===== src/rtl/snn_img_loader.sv =====
// snn_img_loader: front-end feeder for snn_core.
//
// Takes a NUM_PIXELS-pixel 1-bit image as packed bytes from the UART receiver.
// Each byte is unpacked LSB-first into the input-unit RAM, one pixel per cycle.
// Once the last pixel is written, start is pulsed to snn_core, the RAM address
// is handed to the core, and the digit is latched when core_done arrives.
//
// Ports
//   clk, rst_n           clock, asynchronous active-low reset
//   rx_rdy, rx_data      UART byte available (level) and byte value
//   rx_clr_rdy           1-cycle acknowledge; byte captured this cycle
//   ram_we/addr/data     input-unit RAM write port (address muxed to core_addr when busy)
//   core_addr            snn_core input-unit address
//   start                1-cycle start pulse to snn_core
//   core_done/digit      snn_core completion and classified digit
//   digit_out/digit_vld  last classified digit and 1-cycle update pulse
//   busy                 core is running (START or WAIT_DONE)

module snn_img_loader #(
    parameter int unsigned NUM_PIXELS = 784,
    parameter int unsigned ADDR_WIDTH = 10
) (
    input  logic                  clk,
    input  logic                  rst_n,
    input  logic                  rx_rdy,
    input  logic [7:0]            rx_data,
    output logic                  rx_clr_rdy,
    output logic                  ram_we,
    output logic [ADDR_WIDTH-1:0] ram_addr,
    output logic                  ram_data,
    input  logic [ADDR_WIDTH-1:0] core_addr,
    output logic                  start,
    input  logic                  core_done,
    input  logic [3:0]            core_digit,
    output logic [3:0]            digit_out,
    output logic                  digit_vld,
    output logic                  busy
);

    // One extra bit so a count equal to 2**ADDR_WIDTH is representable without wrapping.
    localparam int unsigned CntW = ADDR_WIDTH + 1;
    localparam logic [CntW-1:0] LastCnt = CntW'(NUM_PIXELS);

    typedef enum logic [1:0] {
        StIdle,
        StUnpack,
        StStart,
        StWaitDone
    } state_e;

    state_e          state_q, state_d;
    logic [CntW-1:0] pix_cnt_q, pix_cnt_d;
    logic [2:0]      bit_cnt_q, bit_cnt_d;
    logic [7:0]      shift_q, shift_d;
    logic [3:0]      digit_q, digit_d;
    logic            digit_vld_q, digit_vld_d;

    logic [CntW-1:0] pix_cnt_inc;

    assign pix_cnt_inc = pix_cnt_q + CntW'(1);

    // Next-state logic.
    always_comb begin
        state_d     = state_q;
        pix_cnt_d   = pix_cnt_q;
        bit_cnt_d   = bit_cnt_q;
        shift_d     = shift_q;
        digit_d     = digit_q;
        digit_vld_d = 1'b0;

        unique case (state_q)
            StIdle: begin
                if (rx_rdy) begin
                    shift_d   = rx_data;
                    bit_cnt_d = 3'd0;
                    state_d   = StUnpack;
                end
            end
            StUnpack: begin
                shift_d   = {1'b0, shift_q[7:1]};
                pix_cnt_d = pix_cnt_inc;
                bit_cnt_d = bit_cnt_q + 3'd1;
                if (bit_cnt_q == 3'd7) begin
                    state_d = (pix_cnt_inc == LastCnt) ? StStart : StIdle;
                end
            end
            StStart: begin
                pix_cnt_d = '0;
                state_d   = StWaitDone;
            end
            StWaitDone: begin
                // rx_rdy is deliberately left unacknowledged here so the UART
                // holds the next image's first byte until the core finishes.
                if (core_done) begin
                    digit_d     = core_digit;
                    digit_vld_d = 1'b1;
                    state_d     = StIdle;
                end
            end
            default: state_d = StIdle;
        endcase
    end

    always_ff @(posedge clk or negedge rst_n) begin
        if (!rst_n) begin
            state_q     <= StIdle;
            pix_cnt_q   <= '0;
            bit_cnt_q   <= 3'd0;
            shift_q     <= 8'd0;
            digit_q     <= 4'd0;
            digit_vld_q <= 1'b0;
        end else begin
            state_q     <= state_d;
            pix_cnt_q   <= pix_cnt_d;
            bit_cnt_q   <= bit_cnt_d;
            shift_q     <= shift_d;
            digit_q     <= digit_d;
            digit_vld_q <= digit_vld_d;
        end
    end

    // Outputs decoded from registered state.
    always_comb begin
        busy       = (state_q == StStart) || (state_q == StWaitDone);
        start      = (state_q == StStart);
        rx_clr_rdy = (state_q == StIdle) && rx_rdy;
        ram_we     = (state_q == StUnpack);
        // shift_q is empty outside UNPACK, so ram_data is 0 whenever ram_we is low.
        ram_data   = shift_q[0];
        ram_addr   = busy ? core_addr : pix_cnt_q[ADDR_WIDTH-1:0];
        digit_out  = digit_q;
        digit_vld  = digit_vld_q;
    end

endmodule


===== config.mk =====
export PLATFORM = sky130hd
export DESIGN_NAME = snn_img_loader
export DESIGN_NICKNAME = d
export VERILOG_FILES = /design/src/rtl/snn_img_loader.sv
export SDC_FILE = /design/constraint.sdc
export NUM_CORES = 1
export LEC_CHECK = 0
export CAP_MARGIN = 20
export CORE_MARGIN = 5
export CORE_UTILIZATION = 52
export DETAILED_ROUTE_END_ITERATION = 6
export PLACE_DENSITY = 0.87
export SLEW_MARGIN = 15
export SYNTH_ARGS = -nofsm -noshare
export SYNTH_HDL_FRONTEND = slang
export SYNTH_SLANG_ARGS = --single-unit

===== constraint.sdc =====
create_clock -name clk -period 3.4 [get_ports clk]
set_input_delay 0.51 -clock clk [delete_from_list [all_inputs] [get_ports clk]]
set_output_delay 0.51 -clock clk [all_outputs]
set_load 0.02 [all_outputs]

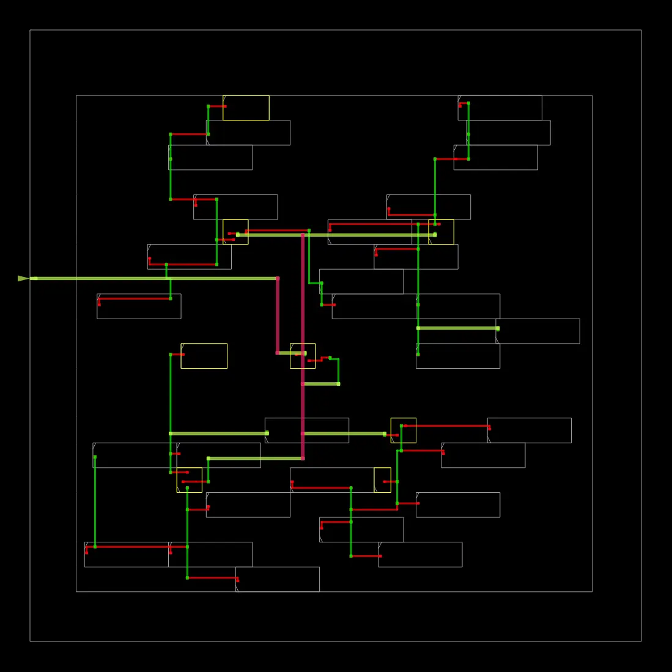
Figure 1: run 1, the clock network.
FFs & Latches: 29
final setup skew: 0.00584 ns
CTS sink count: 29
Clk. pwr: 0.000244 W

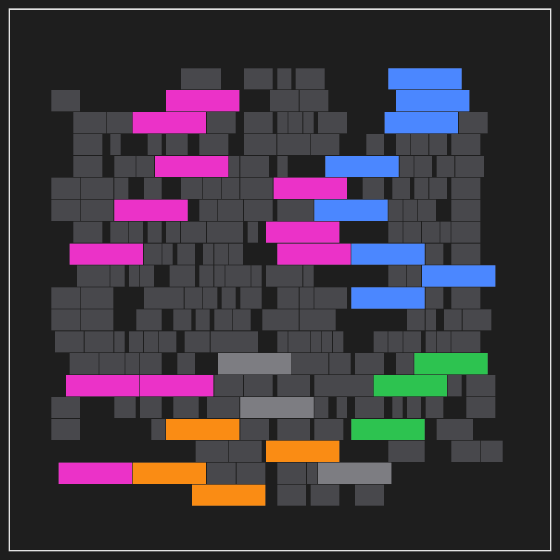
Figure 2: run 1, sequential cells colored by netlist name.
Other sequential cells in the stronger gray, the rest of the logic in the fainter gray.
legend:
  blue:
    name_in_the_netlist: shift_q
    sequential_cells: 8
  green:
    name_in_the_netlist: bit_cnt_q
    sequential_cells: 3
  magenta:
    name_in_the_netlist: pix_cnt_q
    sequential_cells: 11
  orange:
    name_in_the_netlist: digit_out
    sequential_cells: 4
not colored: 3
Seq. pwr: 0.000560 W
flop share of the area: 32.6%

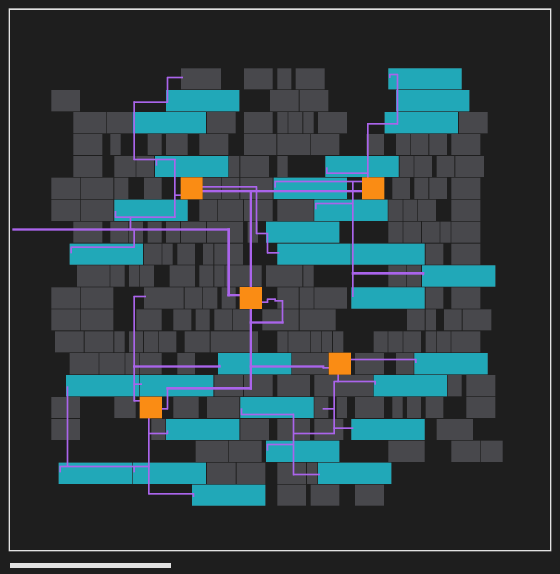
Figure 3: run 1, clock network drawn from the DEF.
Bar = 20 um.
legend:
  purple:
    item: clock wires
    length: 381 um
  cyan:
    item: flip-flops
    count: 29
  orange:
    item: clock drivers
    count: 5
routed clock nets: 6
clk_lat worst skew: 0.33 ns
Clock Power Share: 16.4%

==> impl_metrics.env, run 1 <==
# implementation run metrics
export IMPL_status="complete, no violations"
export IMPL_finalMaxSlewViolations=0
export IMPL_cp_slowest_cell="clkdlybuf4s50_1"
export IMPL_criticalPathCategory="reg2out"
export IMPL_antenna_left=0
export IMPL_critical_path_endpoint_type="output port"
export IMPL_finalInstanceArea_mm2=0.00222
export IMPL_synthToLayoutAreaGrowth_pct=31.6
export IMPL_leakage_nw=0.951
export IMPL_overflow=0
export IMPL_hold_path_endpoint="digit_out[1]$_DFFE_PN0P_"
export IMPL_whs_path_depth=1
export IMPL_fin_hold_ws_ns=0.514
export IMPL_path_cells="inv_1, ha_1, nor2_2, mux2_2, clkdlybuf4s50_1"
export IMPL_cts_hold_repair_buffers=0
export IMPL_ys_seq_share_pct=42.9
export IMPL_ys_flop_type="dfrtp_1"
export IMPL_r2r_slack_ns=1.08
export IMPL_pwr_share_comb_pct=46.0
export IMPL_finalWirelength_um=4010
export IMPL_first_global_vias=1538
export IMPL_yosysMostFrequentCell="dfrtp_1"
export IMPL_syn_inst=172
export IMPL_switching_share_pct=41.4
export IMPL_cts_tree="done"
export IMPL_grt_max_degree=30
export IMPL_path_buffers=2
export IMPL_fmax_mhz=320
export IMPL_drt_iter0_drc=115
export IMPL_routabilityCongestion=0.817
export IMPL_post_route_min_period_ns=3.13
export IMPL_die_x_um=67.0
export IMPL_hpwlAfterDp_um=2970
export IMPL_yosys_cells=172
export IMPL_yosys_area_share_xor_xnor_pct=1.04
export IMPL_cts_buffer_depth=2
export IMPL_ys_sh_aoi_pct=23.1
export IMPL_vias=1500
export IMPL_viasPerCell=5.81
export IMPL_yosys_area_mm2=0.00169
export IMPL_post_cts_resized=0
export IMPL_hp_start="digit_out[1]$_DFFE_PN0P_"
export IMPL_route_detailed_drc=0
export IMPL_lay_top_count="clkdlybuf4s50_1"
export IMPL_n_antenna_cell=0
export IMPL_async_flop_share_pct=100
export IMPL_worst_slew_pin_slew_ns=0.494
export IMPL_warnings=30
export IMPL_top_cell_area_share_pct=42.9
export IMPL_holdCritPathClass="reg2reg"
export IMPL_initCoreUtil_pct=54.9
export IMPL_crit_end="ram_addr[0]"
export IMPL_placed_cell_area_mm2=0.00215
export IMPL_clk_pin_slew_ns=0.09
export IMPL_ioPinCount=46
export IMPL_hold_viol_final=0
export IMPL_final_cell_mix="clkdlybuf4s50_1, dfrtp_1, o21ai_0"
export IMPL_final_util_pct=72.3
export IMPL_die_area_mm2=0.00449
export IMPL_ys_ff=29
export IMPL_die_h_um=67.0
-- run 1: per-layer routing --
metal	vias to the layer above	wire length, um	GRT usage [%]
met3	8	291	6.58
met2	60	2010	34.2
met4	0	55	5.82
met1	708	1660	22.8
met5	-	0	0
li1	724	-	-
-- run 1: sequential cells by signal, summed over array words and instances, names as in the netlist, named ones only --
signal     cells
pix_cnt_q     11
shift_q        8
digit_out      4
bit_cnt_q      3
digit_vld      1
state_q        1
-- run 1: final cells by class --
class / instances / area (um2)
multi-input cells: 122 / 881
well taps: 44 / 55.1
repair buffers: 46 / 458
clock inverters: 1 / 5.00
inverters: 9 / 35.0
clock buffers: 7 / 65.1
fillers: 217 / 853
flip-flops and latches: 29 / 726
==> run 2, diff against run 1 <==
- CORE_UTILIZATION: 52 -> 54
- CTS_BUF_LIST: default -> sky130_fd_sc_hd__clkbuf_8
- PLACE_DENSITY: 0.87 -> 0.9
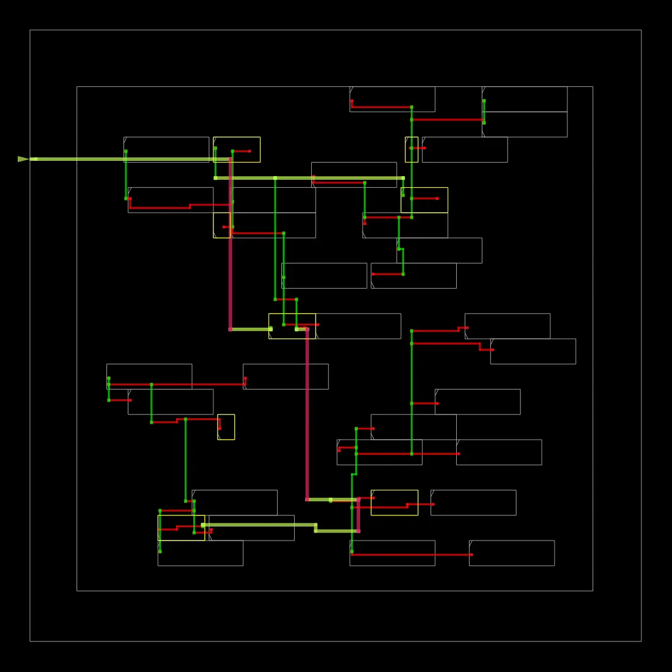
Figure 4: run 2, the clock network.
TritonCTS buffer count: 5
Clk. pwr: 0.000269 W
final setup skew: 0.00565 ns
CLK BUF: 5

==> run 2 against run 1 <==
Net effect: sequential share of layout area down 0.18 points; worst hold slack lost 0.0074 ns; highest routed layer unchanged; register-to-register slack lost 0.04 ns; setup slack improved by 0.018 ns; critical endpoint is now ram_addr[1]; cell count did not move.
==> impl_metrics.env, run 2 <==
# implementation run metrics
export IMPL_ys_ff=29
export IMPL_vias=1531
export IMPL_switching_share_pct=41.5
export IMPL_path_buffers=3
export IMPL_holdCritPathClass="reg2reg"
export IMPL_max_slew_margin_rel_pct=64.9
export IMPL_die_x_um=66.0
export IMPL_seq_power_w=0.000564
export IMPL_ys_flop_type="dfrtp_1"
export IMPL_clockRootBuffer="clkbuf_8"
export IMPL_die_area_mm2=0.00435
export IMPL_viasPerCell=5.93
export IMPL_path_cells="inv_1, ha_1, nor2_2, inv_1, o21ai_0, clkdlybuf4s50_1"
export IMPL_cts_buffer_depth=2
export IMPL_flop_area_um2=726
export IMPL_worstSkewPairLatency_ns=0.28
export IMPL_fin_hold_ws_ns=0.507
export IMPL_overflow=0
export IMPL_fmax_mhz=321
export IMPL_grt_usage_pct=21.1
export IMPL_status="complete, no violations"
export IMPL_hpwlAfterDp_um=2960
export IMPL_critical_path_endpoint_type="output port"
export IMPL_cp_slowest_cell="clkdlybuf4s50_1"
export IMPL_yosys_cells=172
export IMPL_ioPinCount=46
export IMPL_r2r_slack_ns=1.04
export IMPL_ys_seq_share_pct=42.9
export IMPL_hp_start="digit_out[0]$_DFFE_PN0P_"
export IMPL_routabilityCongestion=0.784
export IMPL_yosysMostFrequentCell="dfrtp_1"
export IMPL_post_route_min_period_ns=3.11
export IMPL_placed_cell_area_mm2=0.00215
export IMPL_syn_inst=172
export IMPL_gr_usage_met1_pct=23.6
export IMPL_finalMaxSlewViolations=0
export IMPL_nFillCells=212
export IMPL_die_h_um=66.0
export IMPL_busiest_layer="met2"
export IMPL_yosys_area_share_xor_xnor_pct=1.04
export IMPL_slowest_delay_ns=0.63
export IMPL_whs_path_depth=1
export IMPL_ys_sh_aoi_pct=23.1
export IMPL_cts_tree="done"
export IMPL_largest_reg_flops=11
export IMPL_drt_iter0_drc=165
export IMPL_power_w=0.00152
export IMPL_warnings=30
export IMPL_hold_viol_final=0
export IMPL_area_combinational_um2=881
export IMPL_post_cts_resized=0
export IMPL_finalWirelength_um=4090
export IMPL_met2_usage_pct=36.2
export IMPL_grt_max_degree=30
export IMPL_worst_slew_pin_slew_ns=0.526
export IMPL_finalSetupViolations=0
export IMPL_clkPwrFrac_pct=17.7
export IMPL_final_util_pct=73.9
export IMPL_grt_met3_usage_pct=7.31
export IMPL_antenna_left=0
export IMPL_async_flop_share_pct=100
export IMPL_criticalPathCategory="reg2out"
export IMPL_lay_top_count="clkdlybuf4s50_1"
export IMPL_totalNegativeSetupSlack_ns=0
export IMPL_route_detailed_drc=0
export IMPL_first_global_vias=1609
export IMPL_leakage_nw=0.959
export IMPL_n_antenna_cell=0
export IMPL_required_ns=2.89
export IMPL_crit_end="ram_addr[1]"
export IMPL_yosys_area_mm2=0.00169
export IMPL_initCoreUtil_pct=55.8
export IMPL_final_cell_mix="clkdlybuf4s50_1, dfrtp_1, o21ai_0"
export IMPL_pwr_share_comb_pct=45.3
export IMPL_cts_hold_repair_buffers=0
export IMPL_drive_above_1_share_pct=13.1
export IMPL_largest_register="pix_cnt_q"
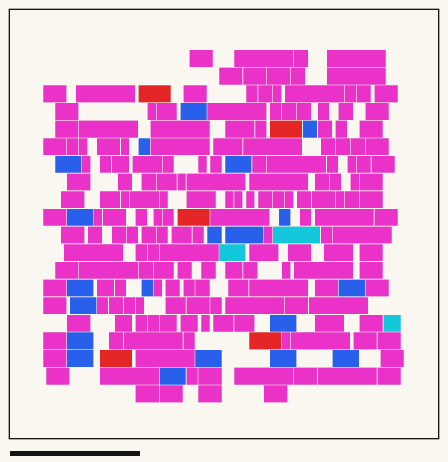
Figure 5: run 2, drive-strength map.
Bar = 20 um.
legend:
  magenta:
    size: _0 and _1 cells
    cells: 186
    share: 87%
    most_used: clkdlybuf4s50_1
  blue:
    size: _2 cells
    cells: 20
    share: 9.3%
    most_used: mux2_2
  red:
    size: _6 and larger
    cells: 5
    share: 2.3%
    most_used: clkbuf_8
  cyan:
    size: _3 and _4 cells
    cells: 3
    share: 1.4%
post-route setup slack: 0.289 ns
fin area: 0.00224 mm2
Buffers, non-clock: 46
synthesis-to-layout area growth: 32.3%

run 2: cell counts after synthesis:
Identical to the previous run, type by type.
run 2: worst min-delay path by stage:
stage,endpoint
floorplan,async pin
detailed placement,digit_out[0]$_DFFE_PN0P_
global placement,bit_cnt_q[1]$_DFFE_PN0P_
global route,bit_cnt_q[0]$_DFFE_PN0P_
finish,digit_out[0]$_DFFE_PN0P_
CTS,digit_out[0]$_DFFE_PN0P_
run 2: metal layers:
layer	vias to the layer above	wire length [um]
met3	12	357
met1	724	1610
met5	-	0
met4	0	74
li1	716	-
met2	79	2050
run 2: layout make-up:
type / count / area share, %
Clock buffer: 5 / 3.08
Clock inverter: 3 / 0.615
Inverter: 9 / 1.57
Multi-Input combinational cell: 122 / 39.4
Sequential cell: 29 / 32.4
Tap cell: 44 / 2.46
Timing Repair Buffer: 46 / 20.5
Power is estimated from default activity; no workload was simulated.
